## src/rtl/rib_arb_pkg.sv

```systemverilog
// Shared types and helpers for the RIB round-robin master arbiter.
package rib_arb_pkg;

  typedef enum logic {
    ARB_IDLE  = 1'b0,
    ARB_OWNED = 1'b1
  } arb_state_e;

  localparam int unsigned QUANTUM_DEF = 16;

  // Index/counter width that never collapses to zero bits.
  function automatic int unsigned idx_w(input int unsigned n);
    return (n <= 2) ? 1 : $clog2(n);
  endfunction

endpackage

```

## src/rtl/rib_rr_pick.sv

```systemverilog
// Rotating-priority picker: first set request at or after ptr, wrapping to 0.
module rib_rr_pick
  import rib_arb_pkg::*;
#(
  parameter int unsigned MST_NUM = 3,
  parameter int unsigned IDXW    = idx_w(MST_NUM)
) (
  input  logic [MST_NUM-1:0] req,
  input  logic [IDXW-1:0]    ptr,
  output logic [IDXW-1:0]    idx,
  output logic               found
);

  function automatic logic [IDXW-1:0] wrap_add(input logic [IDXW-1:0] base,
                                               input int unsigned off);
    int unsigned s;
    s = 32'(base) + off;
    if (s >= MST_NUM) s = s - MST_NUM;
    return IDXW'(s);
  endfunction

  // Scan from the farthest offset down so the nearest requester wins last.
  always_comb begin
    idx   = '0;
    found = 1'b0;
    for (int k = int'(MST_NUM) - 1; k >= 0; k--) begin
      if (req[wrap_add(ptr, k)]) begin
        idx   = wrap_add(ptr, k);
        found = 1'b1;
      end
    end
  end

endmodule

```

## src/rtl/rib_rr_arbiter.sv

```systemverilog
// Round-robin RIB master arbiter with quantum-bounded tenure and registered one-hot grant.
// Define RIB_ARB_LOCK_EN to let a locked owner keep the bus past its quantum.
module rib_rr_arbiter
  import rib_arb_pkg::*;
#(
  parameter int unsigned MST_NUM = 3,
  parameter int unsigned QUANTUM = QUANTUM_DEF,
  parameter int unsigned IDXW    = idx_w(MST_NUM)
) (
  input  logic               clk,
  input  logic               rst_b,
  input  logic [MST_NUM-1:0] req_mst,
  input  logic [MST_NUM-1:0] lock_mst,
  output logic [MST_NUM-1:0] gnt_mst,
  output logic [IDXW-1:0]    gnt_idx,
  output logic               gnt_vld,
  output logic [MST_NUM-1:0] hold_mst
);

  // state     | meaning
  // ARB_IDLE  | no owner, grant all-zero
  // ARB_OWNED | master r_idx owns the bus, r_cnt counts its tenure

  localparam int unsigned        CNTW    = idx_w(QUANTUM);
  localparam logic [CNTW-1:0]    CNT_MAX = CNTW'(QUANTUM - 1);
  localparam logic [IDXW-1:0]    IDX_TOP = IDXW'(MST_NUM - 1);

  arb_state_e         r_state, w_nxt_state;
  logic [MST_NUM-1:0] r_gnt,   w_nxt_gnt;
  logic [IDXW-1:0]    r_idx,   w_nxt_idx;
  logic               r_vld,   w_nxt_vld;
  logic [CNTW-1:0]    r_cnt,   w_nxt_cnt;
  logic [IDXW-1:0]    r_ptr,   w_nxt_ptr;

  logic [MST_NUM-1:0] w_lock;
  logic [IDXW-1:0]    w_win;
  logic               w_found;
  logic               w_keep;

`ifdef RIB_ARB_LOCK_EN
  assign w_lock = lock_mst;
`else
  assign w_lock = lock_mst & '0;
`endif

  rib_rr_pick #(
    .MST_NUM (MST_NUM),
    .IDXW    (IDXW)
  ) u_pick (
    .req   (req_mst),
    .ptr   (r_ptr),
    .idx   (w_win),
    .found (w_found)
  );

  always_comb begin
    w_nxt_state = r_state;
    w_nxt_gnt   = r_gnt;
    w_nxt_idx   = r_idx;
    w_nxt_vld   = r_vld;
    w_nxt_cnt   = r_cnt;
    w_nxt_ptr   = r_ptr;
    w_keep      = 1'b0;

    if (r_state == ARB_OWNED) begin
      w_keep = req_mst[r_idx] && (w_lock[r_idx] || (r_cnt < CNT_MAX));
    end

    if (w_keep) begin
      w_nxt_cnt = (r_cnt == CNT_MAX) ? r_cnt : r_cnt + CNTW'(1);
    end else if (w_found) begin
      // The owner (if any) is re-picked only when nobody else is asking.
      w_nxt_state = ARB_OWNED;
      w_nxt_gnt   = {{(MST_NUM-1){1'b0}}, 1'b1} << w_win;
      w_nxt_idx   = w_win;
      w_nxt_vld   = 1'b1;
      w_nxt_cnt   = '0;
      w_nxt_ptr   = (w_win == IDX_TOP) ? '0 : w_win + IDXW'(1);
    end else begin
      w_nxt_state = ARB_IDLE;
      w_nxt_gnt   = '0;
      w_nxt_idx   = '0;
      w_nxt_vld   = 1'b0;
      w_nxt_cnt   = '0;
    end
  end

  always_ff @(posedge clk or negedge rst_b) begin
    if (!rst_b) begin
      r_state <= ARB_IDLE;
      r_gnt   <= '0;
      r_idx   <= '0;
      r_vld   <= 1'b0;
      r_cnt   <= '0;
      r_ptr   <= '0;
    end else begin
      r_state <= w_nxt_state;
      r_gnt   <= w_nxt_gnt;
      r_idx   <= w_nxt_idx;
      r_vld   <= w_nxt_vld;
      r_cnt   <= w_nxt_cnt;
      r_ptr   <= w_nxt_ptr;
    end
  end

  assign gnt_mst  = r_gnt;
  assign gnt_idx  = r_idx;
  assign gnt_vld  = r_vld;
  assign hold_mst = req_mst & ~r_gnt;

endmodule

```

## config.mk

```make
export PLATFORM = sky130hd
export DESIGN_NAME = rib_rr_arbiter
export DESIGN_NICKNAME = d
export VERILOG_FILES = /design/src/rtl/rib_arb_pkg.sv /design/src/rtl/rib_rr_pick.sv /design/src/rtl/rib_rr_arbiter.sv
export SDC_FILE = /design/constraint.sdc
export NUM_CORES = 1
export LEC_CHECK = 0
export CORE_UTILIZATION = 40
export DETAILED_ROUTE_END_ITERATION = 7
export PLACE_DENSITY = 0.7
export SKIP_CTS_REPAIR_TIMING = 1
export SLEW_MARGIN = 0
export SYNTH_ARGS = -nofsm -noshare
export SYNTH_HDL_FRONTEND = slang
export SYNTH_HIERARCHICAL = 1
export SYNTH_SLANG_ARGS = --single-unit
```

## constraint.sdc

```tcl
create_clock -name clk -period 2.8 [get_ports clk]
set_input_delay 0.56 -clock clk [delete_from_list [all_inputs] [get_ports clk]]
set_output_delay 0.56 -clock clk [all_outputs]
set_load 0.02 [all_outputs]
```

### I/O pins on the die edge, run 1

Pins as bars across the die edge, other pins in grey.
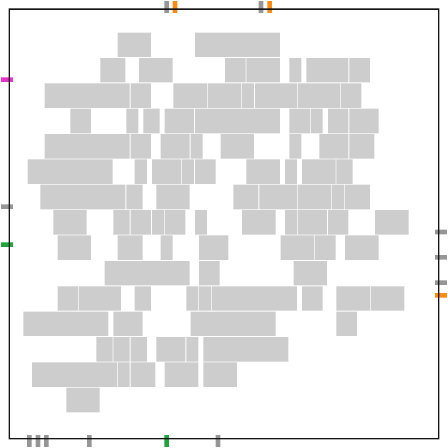
[green] `gnt_idx` | pins: 2 | direction: output | edge: 1 left, 1 bottom
[magenta] `clk` | pins: 1 | direction: input | edge: left
[orange] `hold_mst` | pins: 3 | direction: output | edge: 2 top, 1 right
all pins by edge: 6 bottom, 4 top, 4 right, 3 left
# port buffers: 13
Die W: 45.9 um

### Register map, names as in the netlist, run 1

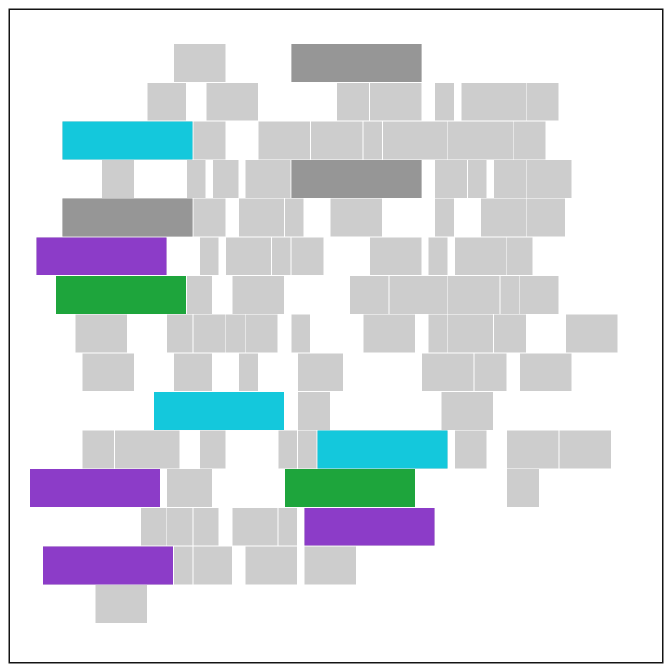
[cyan] `gnt_mst` | flops: 3
[green] `gnt_idx` | flops: 2
[purple] `r_cnt` | flops: 4
not coloured: 3
Seq. pwr: 302 uW
FF/Latch Area: 300 um2
Finished Core Util: 53.9%
Seq/total area: 31.6%

### Routed metal, one colour a layer, run 1

Scale bar: 10 um.
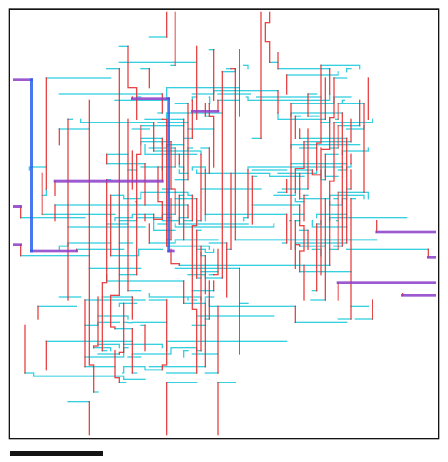
[blue] metal 4 | wire length: 34.7 um
[cyan] metal 1 | wire length: 763 um
[red] metal 2 | wire length: 774 um
[purple] metal 3 | wire length: 47.1 um
DR WL/cell: 13.3 um
Total GRT Usage: 19.3%
DR vias: 654
final wirelength: 1620 um

[run 1: metrics by stage]
step	total power, uW	std cells	hold slack, ns
after floorplan	735	81	0.264
after global placement	885	119	0.493
after detailed placement	897	119	0.511
after CTS	1000	122	0.523
after global routing	1090	122	0.540
final	1000	122	0.524
[run 1: area by class of cell]
class                   instances  area, um2  share of cell area, %
multi-input cells              62        437                   45.9
flip-flops and latches         12        300                   31.6
repair buffers                 14        138                   14.5
well taps                      25       31.3                   3.29
clock buffers                   3       22.5                   2.37
inverters                       6       22.5                   2.37
[run 1: metal layers]
metal  share of wire, %  vias up  wire [um]  global-route usage [%]
li1                   -      327          -                       -
met1                 47      310        762                    25.7
met2                 48       13        773                    27.3
met3                2.9        4         47                    1.98
met4                2.1        0         34                    17.1
met5                  0        -          0                       0
[run 1: state kept, by name (all words and copies together) (netlist names)]
signal / count
r_cnt: 4
gnt_mst: 3
gnt_idx: 2
r_ptr: 2
gnt_vld: 1
[run 1: how the worst max path moves through the flow]
stage / from / endpoint / depth (start not counted)
detailed placement: req_mst[1] / hold_mst[1] / 3
floorplan: r_ptr[0] / r_ptr[1] / 10
CTS: req_mst[1] / hold_mst[1] / 3
finish: req_mst[1] / hold_mst[1] / 3
global route: req_mst[2] / hold_mst[2] / 3
global placement: req_mst[2] / hold_mst[2] / 3
[run 1: cell usage after synthesis, drive strengths merged, types with 2 or more instances]
library cell / number / area share, %
o22ai: 3 / 2.4
o21ai: 4 / 3.6
mux2i: 4 / 5.2
nor2b: 6 / 4.9
nand3: 2 / 1.3
inv: 6 / 2.9
ha: 4 / 6.5
a21oi: 3 / 1.9
dfrtp: 12 / 39
or2: 2 / 1.6
nor2: 4 / 2.3
a21bo: 2 / 2.6
nand2b: 2 / 1.6
nand2: 9 / 4.4
==> results.toml, run 1 <==
# generated from flow reports
[final_layout]
final_cell_mix = "clkdlybuf4s50_1, dfrtp_1, nand2_1"
nNetsFinal = 111
design_area_um2 = 951
area_growth_pct = 23.4
antennaDiodeCount = 0

[synthesis]
ff_type = "dfrtp_1"
ys_seq_share_pct = 39.0
syn_area_um2 = 771
ys_chip_area_um2 = 771
syn-num-nets = 93
syn_area_per_cell_um2 = 9.52

[worst_setup_path]
crit_type = "in2out"
path_delay_family = "buffers and inverters"
endpoint_kind = "primary output"
cp_common_cell = "clkdlybuf4s50_1"
path_buffers = 2

[drt]
drc = 0

[outcome]
status = "finished, final reports clean"

[floorplan]
core_um2 = 1760
dieArea_um2 = 2110

[clocking]
numCtsBuffers = 3
cts-htree-levels = 1
clockBufferDepth = 2
clock_sinks = 12

[pwr]
p_seq_share_pct = 30.2
p_int_uw = 559
power_leader = "combinational cells"
p_sw_share_pct = 44.1
p_per_area_nw_per_um2 = 1050

[sta]
maxClockFrequency_mhz = 402
setup_viol = 0

[grt]
grt_pass1_vias = 651

[placed_design]
dp_slack_ns = 0.317
place.gp.congestion = 0.820
place_area_um2 = 928

[flow_run]
warning_count = 31

[hold_path]
min_path_cells = 1
### Track usage over the die, run 1

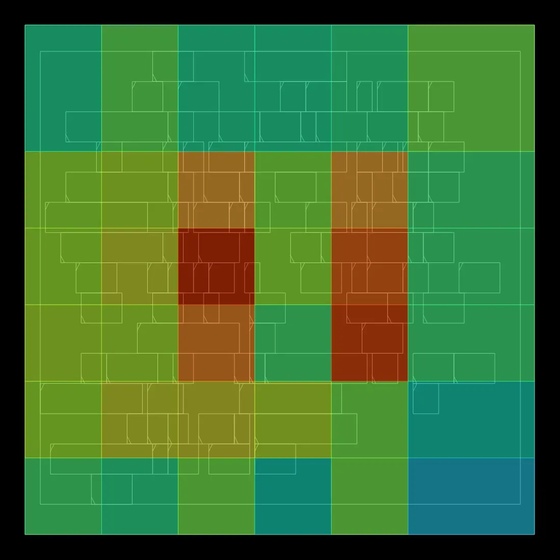

## Run 2: what changed since run 1
--- a/config.mk
+++ b/config.mk
@@ -7,7 +7,7 @@
 export LEC_CHECK = 0
 export CORE_UTILIZATION = 40
 export DETAILED_ROUTE_END_ITERATION = 7
-export PLACE_DENSITY = 0.7
+export PLACE_DENSITY = 0.73
 export SKIP_CTS_REPAIR_TIMING = 1
 export SLEW_MARGIN = 0
 export SYNTH_ARGS = -nofsm -noshare
### Track usage over the die, run 2

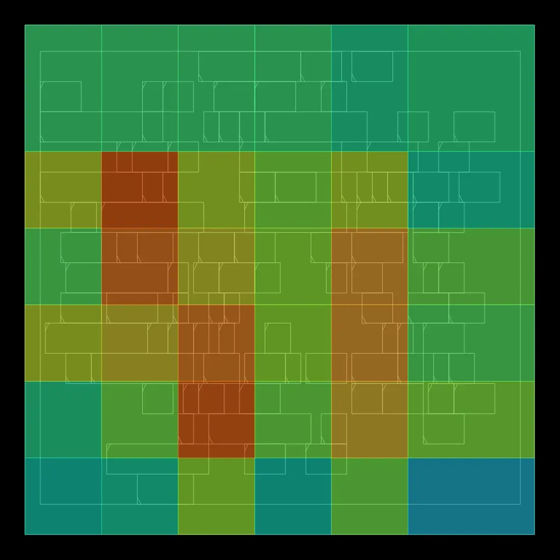
busiest grt layer: met2
Total GRT Usage: 17.3%

### Routed metal, one colour a layer, run 2

Scale bar: 10 um.
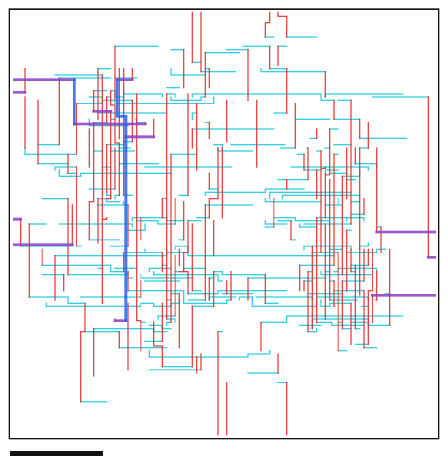
[red] metal 2 | wire length: 781 um
[cyan] metal 1 | wire length: 718 um
[blue] metal 4 | wire length: 31.5 um
[purple] metal 3 | wire length: 43.2 um

==> run 2 against run 1 <==
  * Non-clock buffer count grew 2
  * Final cell count up 2.5%
  * Clock power is 37% higher
  * Cell area grew 3.0%
  * Worst setup slack improved by 0.14 ns
  * Flip-flop count is the same
  * Maximum frequency increased by 6.0%
  * Synthesized area unchanged
  * Die size is the same
  * Combinational power about the same
  * Clock-buffer cell count is 1 higher
  * Synthesized cell count did not move
==> results.toml, run 2 <==
# generated from flow reports
[outcome]
status = "finished, final reports clean"

[synthesis]
ys_seq_share_pct = 39.0
synthTopCellsByCount = "dfrtp_1, nand2_1, nor2b_1, inv_1"
ys_top_cells_by_area = "dfrtp_1, ha_1, mux2i_1, nor2b_1, nand2_1"
syn_area_per_cell_um2 = 9.52
yosys.area.top_type_share_pct = 39.0
syn-num-nets = 93
ff_type = "dfrtp_1"
ys_chip_area_um2 = 771
synth_area_leader_cell = "dfrtp_1"
syn_area_um2 = 771

[clocking]
cts-htree-levels = 1
clockBufferDepth = 2
numCtsBuffers = 3

[final_layout]
nNetsFinal = 113
largest-register = "r_cnt"
largest_register_ffs = 4
antennaDiodeCount = 0
fin_cells = 125
final_cell_mix = "clkdlybuf4s50_1, dfrtp_1, nand2_1"

[worst_setup_path]
cp_common_cell = "clkdlybuf4s50_1"
endpoint_kind = "primary output"
crit_type = "in2out"

[placed_design]
dp_hpwl_um = 1260
place.gp.congestion = 0.830
io_buffers = 13

[floorplan]
die_w_um = 45.9
dieArea_um2 = 2110
core_um2 = 1760

[flow_run]
warning_count = 31

[sta]
setup_viol = 0
worst_hold_slack_ns = 0.497

[grt]
grt_pass1_vias = 600

[drt]
drc = 0
wl_um = 1570
vias = 664

[pwr]
p_per_area_nw_per_um2 = 1050
### Register map, names as in the netlist, run 2

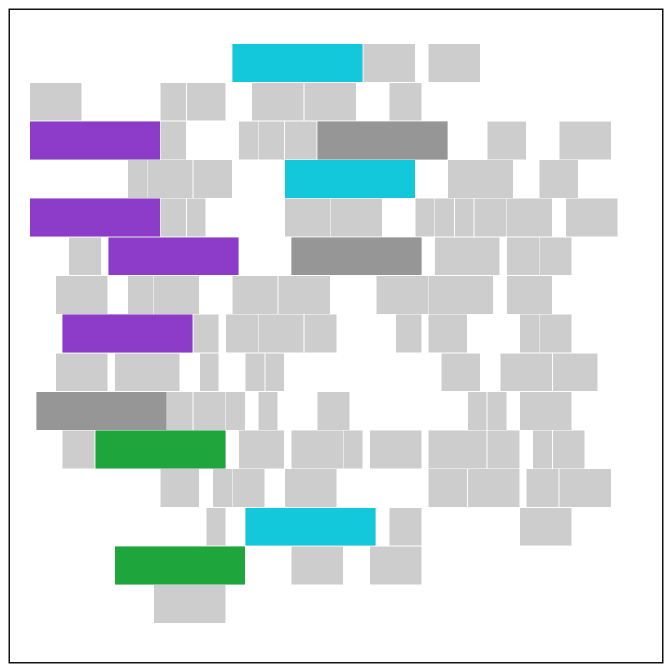
[purple] `r_cnt` | flops: 4
[cyan] `gnt_mst` | flops: 3
[green] `gnt_idx` | flops: 2

run 2: cell counts after synthesis:
Identical to the previous run, type by type.
run 2: area by class of cell:
cell class | count | area, um2
inverter | 6 | 22.5
fill | 176 | 785
tap | 25 | 31.3
sequential | 12 | 300
timing repair buffer | 16 | 153
multi-input combinational | 62 | 437
clock buffer | 4 | 36.3
run 2: per-stage QoR:
stage	setup WS [ns]	power (uW)	instance area [um2]	util (%)
floorplan	0.754	735	771	-
global placement	0.436	883	943	53.5
detailed placement	0.435	897	943	53.5
CTS	0.436	1040	980	55.5
global route	0.391	1110	980	55.5
finish	0.453	1030	980	55.5
run 2: cells by family after synthesis:
group           synth area share (%)
simple gates                    21.3
compound gates                  22.6
flops                           39.0
buf+inv                         4.38
mux                             5.20
fa+ha+maj                       6.49
xor+xnor                        1.14
run 2: layer usage:
metal,part of all wire (%),up-vias,global-route usage (%)
li1,-,332,-
met1,46,315,21.8
met2,50,12,28.5
met3,2.7,5,2.38
met4,2.0,0,8.82
met5,0,-,0
run 2: worst max path at each step:
stage | startpoint | to | slack (ns) | depth (start not counted)
final | req_mst[1] | hold_mst[1] | 0.45 | 3
after global routing | req_mst[1] | hold_mst[1] | 0.39 | 3
after CTS | req_mst[1] | hold_mst[1] | 0.44 | 3
after detailed placement | req_mst[1] | hold_mst[1] | 0.44 | 3
after global placement | req_mst[1] | hold_mst[1] | 0.44 | 3
after floorplan | r_ptr[0] | r_ptr[1] | 0.75 | 10
run 2: report_power, final:
group	internal, uW	switching, uW	total [uW]
clock	79.1	58.9	138
combinational	275	321	596
sequential	238	59.2	297
total	592	439	1030
Power is estimated from default activity; no workload was simulated.
